### config.mk
export PLATFORM = sky130hd
export DESIGN_NAME = ps2_host_transmitter
export DESIGN_NICKNAME = d
export VERILOG_FILES = /design/src/rtl/ps2_host_transmitter.sv
export SDC_FILE = /design/constraint.sdc
export NUM_CORES = 1
export LEC_CHECK = 0
export ABC_AREA = 0
export CAP_MARGIN = 40
export CORE_MARGIN = 2
export CORE_UTILIZATION = 45
export CTS_CLUSTER_SIZE = 40
export DETAILED_ROUTE_END_ITERATION = 7
export PLACE_DENSITY_LB_ADDON = 0.08
export SYNTH_ARGS = -nofsm -noshare
export SYNTH_HDL_FRONTEND = slang
export SYNTH_SLANG_ARGS = --single-unit
### constraint.sdc
create_clock -name Clock -period 2.9 [get_ports Clock]
set_clock_uncertainty 0.05 [all_clocks]
set_input_delay 0.29 -clock Clock [delete_from_list [all_inputs] [get_ports Clock]]
set_output_delay 0.29 -clock Clock [all_outputs]
set_load 0.01 [all_outputs]
### src/rtl/ps2_host_transmitter.sv
// PS/2 host-to-device transmitter.
// Runs the host request sequence (clock inhibit, request-to-send, 8 data bits
// LSB first, odd parity, stop) and then checks the device ACK. The lines are
// open-drain: this block only ever requests a pull-low, and the top level
// turns that into a tri-state pad shared with the receive path.
module ps2_host_transmitter #(
    parameter int unsigned INHIBIT_CYCLES = 6000,
    parameter int unsigned TIMEOUT_CYCLES = 1000000
) (
    input  logic       Clock,
    input  logic       Reset,
    input  logic [7:0] tx_data,
    input  logic       tx_valid,
    output logic       tx_ready,
    output logic       busy,
    output logic       tx_done,
    output logic       tx_error,
    input  logic       PS2_CLK,
    input  logic       PS2_DAT,
    output logic       ps2_clk_drive_low,
    output logic       ps2_dat_drive_low
);

    localparam int unsigned IW = (INHIBIT_CYCLES > 1) ? $clog2(INHIBIT_CYCLES) : 1;
    localparam int unsigned TW = (TIMEOUT_CYCLES > 1) ? $clog2(TIMEOUT_CYCLES) : 1;
    localparam logic [IW-1:0] INH_LAST = IW'(INHIBIT_CYCLES - 1);
    localparam logic [TW-1:0] TO_LAST  = TW'(TIMEOUT_CYCLES - 1);

    typedef enum logic [3:0] {
        S_IDLE,
        S_INHIBIT,
        S_RTS,
        S_DATA,
        S_PARITY,
        S_STOP,
        S_WAIT_IDLE,
        S_DONE,
        S_ERROR
    } state_t;

    // Line synchronizers; clk_prev_q is the third flop used for edge detection.
    logic clk_meta_q, clk_sync_q, clk_prev_q;
    logic dat_meta_q, dat_sync_q;
    logic clk_fe;

    state_t        state_q,   state_d;
    logic [IW-1:0] inh_cnt_q, inh_cnt_d;
    logic [TW-1:0] to_cnt_q,  to_cnt_d;
    logic [2:0]    bit_cnt_q, bit_cnt_d;
    logic [7:0]    shift_q,   shift_d;
    logic          parity_q,  parity_d;
    logic          clk_drv_q, clk_drv_d;
    logic          dat_drv_q, dat_drv_d;
    logic          timed;
    logic          timeout;

    // Bring the asynchronous PS/2 lines into the Clock domain.
    always_ff @(posedge Clock) begin
        if (Reset) begin
            clk_meta_q <= 1'b0;
            clk_sync_q <= 1'b0;
            clk_prev_q <= 1'b0;
            dat_meta_q <= 1'b0;
            dat_sync_q <= 1'b0;
        end else begin
            clk_meta_q <= PS2_CLK;
            clk_sync_q <= clk_meta_q;
            clk_prev_q <= clk_sync_q;
            dat_meta_q <= PS2_DAT;
            dat_sync_q <= dat_meta_q;
        end
    end

    // Cleared flops give prev = 0, so no false edge is seen right after reset.
    assign clk_fe = clk_prev_q & ~clk_sync_q;

    // State, counters, shift register and registered pull-low enables.
    always_ff @(posedge Clock) begin
        if (Reset) begin
            state_q   <= S_IDLE;
            inh_cnt_q <= '0;
            to_cnt_q  <= '0;
            bit_cnt_q <= '0;
            shift_q   <= '0;
            parity_q  <= 1'b0;
            clk_drv_q <= 1'b0;
            dat_drv_q <= 1'b0;
        end else begin
            state_q   <= state_d;
            inh_cnt_q <= inh_cnt_d;
            to_cnt_q  <= to_cnt_d;
            bit_cnt_q <= bit_cnt_d;
            shift_q   <= shift_d;
            parity_q  <= parity_d;
            clk_drv_q <= clk_drv_d;
            dat_drv_q <= dat_drv_d;
        end
    end

    // The frame timeout window covers RTS through WAIT_IDLE.
    always_comb begin
        timed   = (state_q == S_RTS)    || (state_q == S_DATA) ||
                  (state_q == S_PARITY) || (state_q == S_STOP) ||
                  (state_q == S_WAIT_IDLE);
        timeout = timed && (to_cnt_q == TO_LAST);
    end

    // Next-state logic. Drive enables are computed for the next state so the
    // outputs come straight from flops; data only moves after a detected fe.
    always_comb begin
        state_d   = state_q;
        inh_cnt_d = inh_cnt_q;
        to_cnt_d  = to_cnt_q;
        bit_cnt_d = bit_cnt_q;
        shift_d   = shift_q;
        parity_d  = parity_q;
        clk_drv_d = 1'b0;
        dat_drv_d = dat_drv_q;

        case (state_q)
            S_IDLE: begin
                dat_drv_d = 1'b0;
                inh_cnt_d = '0;
                to_cnt_d  = '0;
                bit_cnt_d = '0;
                if (tx_valid) begin
                    shift_d   = tx_data;
                    parity_d  = ~^tx_data;
                    state_d   = S_INHIBIT;
                    clk_drv_d = 1'b1;
                    dat_drv_d = (INH_LAST == '0);
                end
            end
            S_INHIBIT: begin
                if (inh_cnt_q == INH_LAST) begin
                    state_d   = S_RTS;
                    clk_drv_d = 1'b0;
                    dat_drv_d = 1'b1;
                    to_cnt_d  = '0;
                end else begin
                    inh_cnt_d = inh_cnt_q + IW'(1);
                    clk_drv_d = 1'b1;
                    dat_drv_d = ((inh_cnt_q + IW'(1)) == INH_LAST);
                end
            end
            S_RTS: begin
                if (clk_fe) begin
                    dat_drv_d = ~shift_q[0];
                    shift_d   = {1'b0, shift_q[7:1]};
                    bit_cnt_d = '0;
                    state_d   = S_DATA;
                end
            end
            S_DATA: begin
                if (clk_fe) begin
                    if (bit_cnt_q == 3'd7) begin
                        dat_drv_d = ~parity_q;
                        state_d   = S_PARITY;
                    end else begin
                        dat_drv_d = ~shift_q[0];
                        shift_d   = {1'b0, shift_q[7:1]};
                        bit_cnt_d = bit_cnt_q + 3'd1;
                    end
                end
            end
            S_PARITY: begin
                if (clk_fe) begin
                    dat_drv_d = 1'b0;
                    state_d   = S_STOP;
                end
            end
            S_STOP: begin
                dat_drv_d = 1'b0;
                if (clk_fe) begin
                    state_d = dat_sync_q ? S_ERROR : S_WAIT_IDLE;
                end
            end
            S_WAIT_IDLE: begin
                dat_drv_d = 1'b0;
                if (clk_sync_q && dat_sync_q) begin
                    state_d = S_DONE;
                end
            end
            S_DONE: begin
                dat_drv_d = 1'b0;
                state_d   = S_IDLE;
            end
            S_ERROR: begin
                dat_drv_d = 1'b0;
                state_d   = S_IDLE;
            end
            default: begin
                dat_drv_d = 1'b0;
                state_d   = S_IDLE;
            end
        endcase

        // Timeout overrides whatever the case above decided, including an fe
        // arriving in the same cycle.
        if (timed) begin
            to_cnt_d = to_cnt_q + TW'(1);
        end
        if (timeout) begin
            state_d   = S_ERROR;
            clk_drv_d = 1'b0;
            dat_drv_d = 1'b0;
            to_cnt_d  = to_cnt_q;
        end
    end

    // Status outputs decode the registered state.
    assign tx_ready          = (state_q == S_IDLE);
    assign busy              = (state_q != S_IDLE);
    assign tx_done           = (state_q == S_DONE);
    assign tx_error          = (state_q == S_ERROR);
    assign ps2_clk_drive_low = clk_drv_q;
    assign ps2_dat_drive_low = dat_drv_q;

endmodule

run_1/clock_wires.png
Scale: 3 px per um.
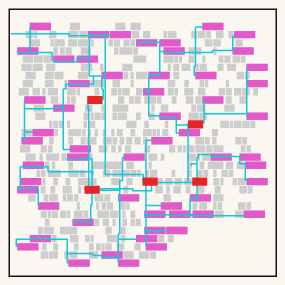
Key: magenta = flip-flops [count 56]; cyan = clock wires [length 797 um]; red = clock-net drivers [count 5]
There are 6 routed clock nets.
P_clk: 0.457 mW
Worst-Skew Late Latency: 0.32 ns
power share of the clock group: 20.4%

run_1/layers.png
Scale: 6 px per um.
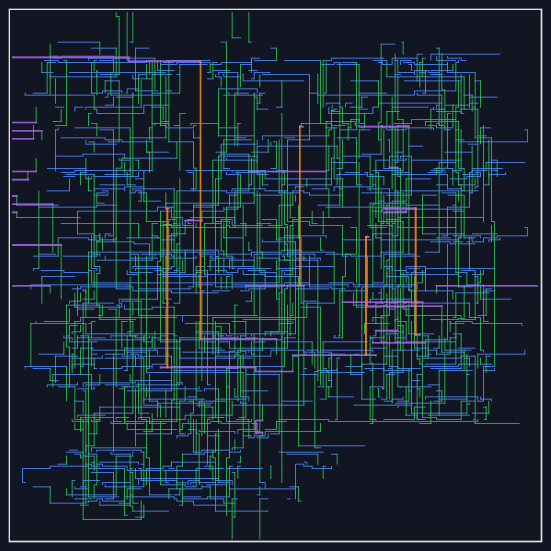
Key: purple = M3 [wire length 227 um]; orange = M4 [wire length 140 um]; blue = M1 [wire length 3700 um]; green = M2 [wire length 3480 um]

run_1/clock_nets.png
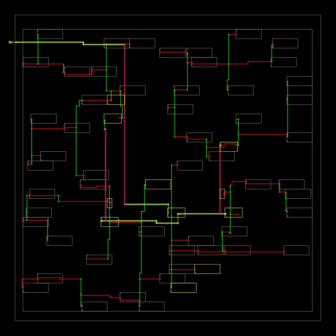
total of clock buffers placed in the layout: 8
clock sink count: 56
total clock buffers created by CTS: 5
Seq Cell Count: 56

==> results.rst, run 1 <==
Synthesis and place-and-route
=============================

.. list-table::
   :header-rows: 1

   * - Metric
     - Value
   * - Number of nets produced by synthesis
     - 408
   * - Number of search-and-repair iterations in the first detailed-routing pass
     - 4
   * - Vias
     - 2923
   * - Multi-input logic area
     - 0.00195 sq mm
   * - Maximum number of pins on one net before global-route repair
     - 24
   * - Number of synthesized flops with an enable pin
     - 0
   * - Combined area of all synthesized cells
     - 0.00321 sq mm
   * - Vias in the first global route
     - 2713
   * - Synthesized instance count
     - 390
   * - Highest layer used for signal routing
     - met4
   * - Number of placed instances, taps included
     - 490
   * - Launch point of the critical path
     - state_q[3]$_SDFFE_PP0P_
   * - Number of hold-slack violations in the final timing report
     - 0
   * - Count of warnings emitted by yosys
     - 0
   * - Number of flip-flops in the largest register
     - 20
   * - Crit-path max cell delay
     - 0.72 ns
   * - Aggregate global-route resource usage
     - 20.7%
   * - Global routing's busiest layer
     - met2
   * - Setup-violating endpoint count in the final report
     - 0
   * - Remaining design rule violation count
     - 0
   * - Yosys Chip Area
     - 0.00321 sq mm
   * - Cell taking the most area after synthesis
     - dfxtp_1
   * - Chain of cells forming the critical path
     - inv_1, nor4_1, clkdlybuf4s50_1
   * - TritonCTS clock tree
     - built
   * - Power group with the highest consumption
     - sequential cells
   * - CTS resizes
     - 0
   * - Number of cell instances after yosys synthesis
     - 390
   * - WHS Path Cells
     - 1
   * - Fin worst setup slack
     - 0.232 ns
   * - Final-report max-slew violation count
     - 0
   * - Fmax
     - 375 MHz
   * - Dominant register cell in the synthesized netlist
     - dfxtp_1
   * - HP Start
     - clk_meta_q$_SDFF_PP0_
   * - Result of the run
     - finished, final reports clean
   * - Wirelength, routed
     - 7540 um
   * - Synth area leaders
     - dfxtp_1 (35%), a21oi_1 (6.1%), nor2_1 (3.6%)
   * - Placeable Area
     - 0.00683 sq mm
   * - Fraction of final layout cells sized beyond drive strength 1
     - 8.21%
   * - Post-synth top area share
     - 34.9%
   * - Detailed-route wire length on metal 1
     - 3700 um
   * - First-iteration detailed-routing DRC count
     - 104
   * - Biggest Area Class
     - multi-input combinational cells
   * - Setup slack of the worst register-to-register path
     - 0.32 ns
   * - Buffers & Inverters on Critical Path
     - 2
   * - Initial Util
     - 47.0%
   * - Final net count
     - 419
   * - Worst Hold Slack
     - 0.395 ns
   * - Number of register bits inferred by synthesis
     - 56
## Run 2: what changed since run 1
CTS_CLUSTER_DIAMETER = 40   (was unset)
SLEW_MARGIN = 20   (was unset)
==> run 2 against run 1 <==
Effect of this change:
- register-to-register slack better by 0.03 ns
- clock power down 1%
- fmax up 3.7%
- worst setup slack better by 0.096 ns
- global-route usage down 0.11 points
==> results.rst, run 2 <==
Synthesis and place-and-route
=============================

.. list-table::
   :header-rows: 1

   * - Metric
     - Value
   * - TritonCTS clock tree
     - built (unchanged)
   * - Chain of cells forming the critical path
     - nor2_1, nand2_1, inv_1, clkdlybuf4s50_1 (was inv_1, nor4_1, clkdlybuf4s50_1)
   * - Power group with the highest consumption
     - sequential cells (unchanged)
   * - CTS resizes
     - 0 (unchanged)
   * - First-iteration detailed-routing DRC count
     - 150 (was 104)
   * - Highest layer used for signal routing
     - met4 (unchanged)
   * - Worst Hold Slack
     - 0.396 ns (was 0.395 ns)
   * - Wirelength, routed
     - 7470 um (was 7540 um)
   * - Final net count
     - 418 (was 419)
   * - Fraction of final layout cells sized beyond drive strength 1
     - 8.23% (was 8.21%)
   * - Number of flip-flops in the largest register
     - 20 (unchanged)
   * - Remaining design rule violation count
     - 0 (unchanged)
   * - Setup slack of the worst register-to-register path
     - 0.35 ns (was 0.32 ns)
   * - Setup-violating endpoint count in the final report
     - 0 (unchanged)
   * - Maximum number of pins on one net before global-route repair
     - 36 (was 24)
   * - Synth area leaders
     - dfxtp_1 (35%), a21oi_1 (6.1%), nor2_1 (3.6%) (unchanged)
   * - Detailed-route wire length on metal 1
     - 3660 um (was 3700 um)
   * - Multi-input logic area
     - 0.00196 sq mm (was 0.00195 sq mm)
   * - Fmax
     - 389 MHz (was 375 MHz)
   * - Clock sink count
     - 56 (unchanged)
   * - Number of register bits inferred by synthesis
     - 56 (unchanged)
   * - Number of synthesized flops with an enable pin
     - 0 (unchanged)
   * - Synthesized instance count
     - 390 (unchanged)
   * - Total of clock buffers placed in the layout
     - 8 (unchanged)
   * - Crit-path max cell delay
     - 0.57 ns (was 0.72 ns)
   * - Vias
     - 2953 (was 2923)
   * - Launch point of the critical path
     - state_q[2]$_SDFFE_PP0P_ (was state_q[3]$_SDFFE_PP0P_)
   * - Seq Cell Count
     - 56 (unchanged)
   * - Yosys Chip Area
     - 0.00321 sq mm (unchanged)
   * - Number of hold-slack violations in the final timing report
     - 0 (unchanged)
   * - Buffers & Inverters on Critical Path
     - 2 (unchanged)
   * - Number of cell instances after yosys synthesis
     - 390 (unchanged)
   * - Number of nets produced by synthesis
     - 408 (unchanged)
   * - Result of the run
     - finished, final reports clean (unchanged)
   * - HP Start
     - clk_meta_q$_SDFF_PP0_ (unchanged)
run_2/clock_wires.png
Scale: 3 px per um.
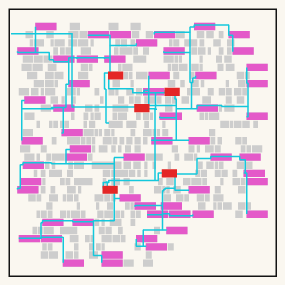
Key: red = clock-net drivers [count 5]; cyan = clock wires [length 749 um]; magenta = flip-flops [count 56]
There are 6 routed clock nets. Position of the flops: widely spread.

run_2/floorplan.png
Scale: 4 px per um. Pins as bars on the die edge.
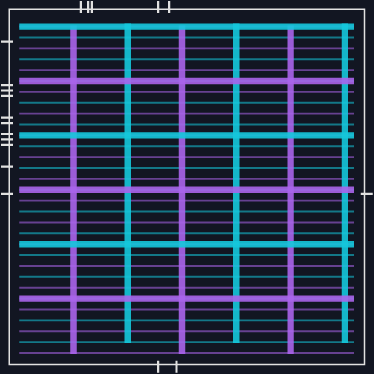
Key: cyan = VDD; purple = VSS
19 signal pins sit on the boundary. 31 met1 rails follow the rows. 6 straps on met4. The core has 30 rows.
Placeable Area: 0.00683 sq mm
Die Span X: 88.5 um

run_2/clock_nets.png
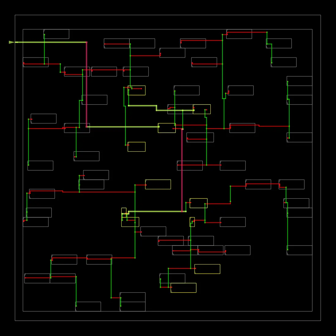
P_clk: 0.452 mW
Worst-Skew Late Latency: 0.31 ns

Power is estimated from default activity; no workload was simulated.
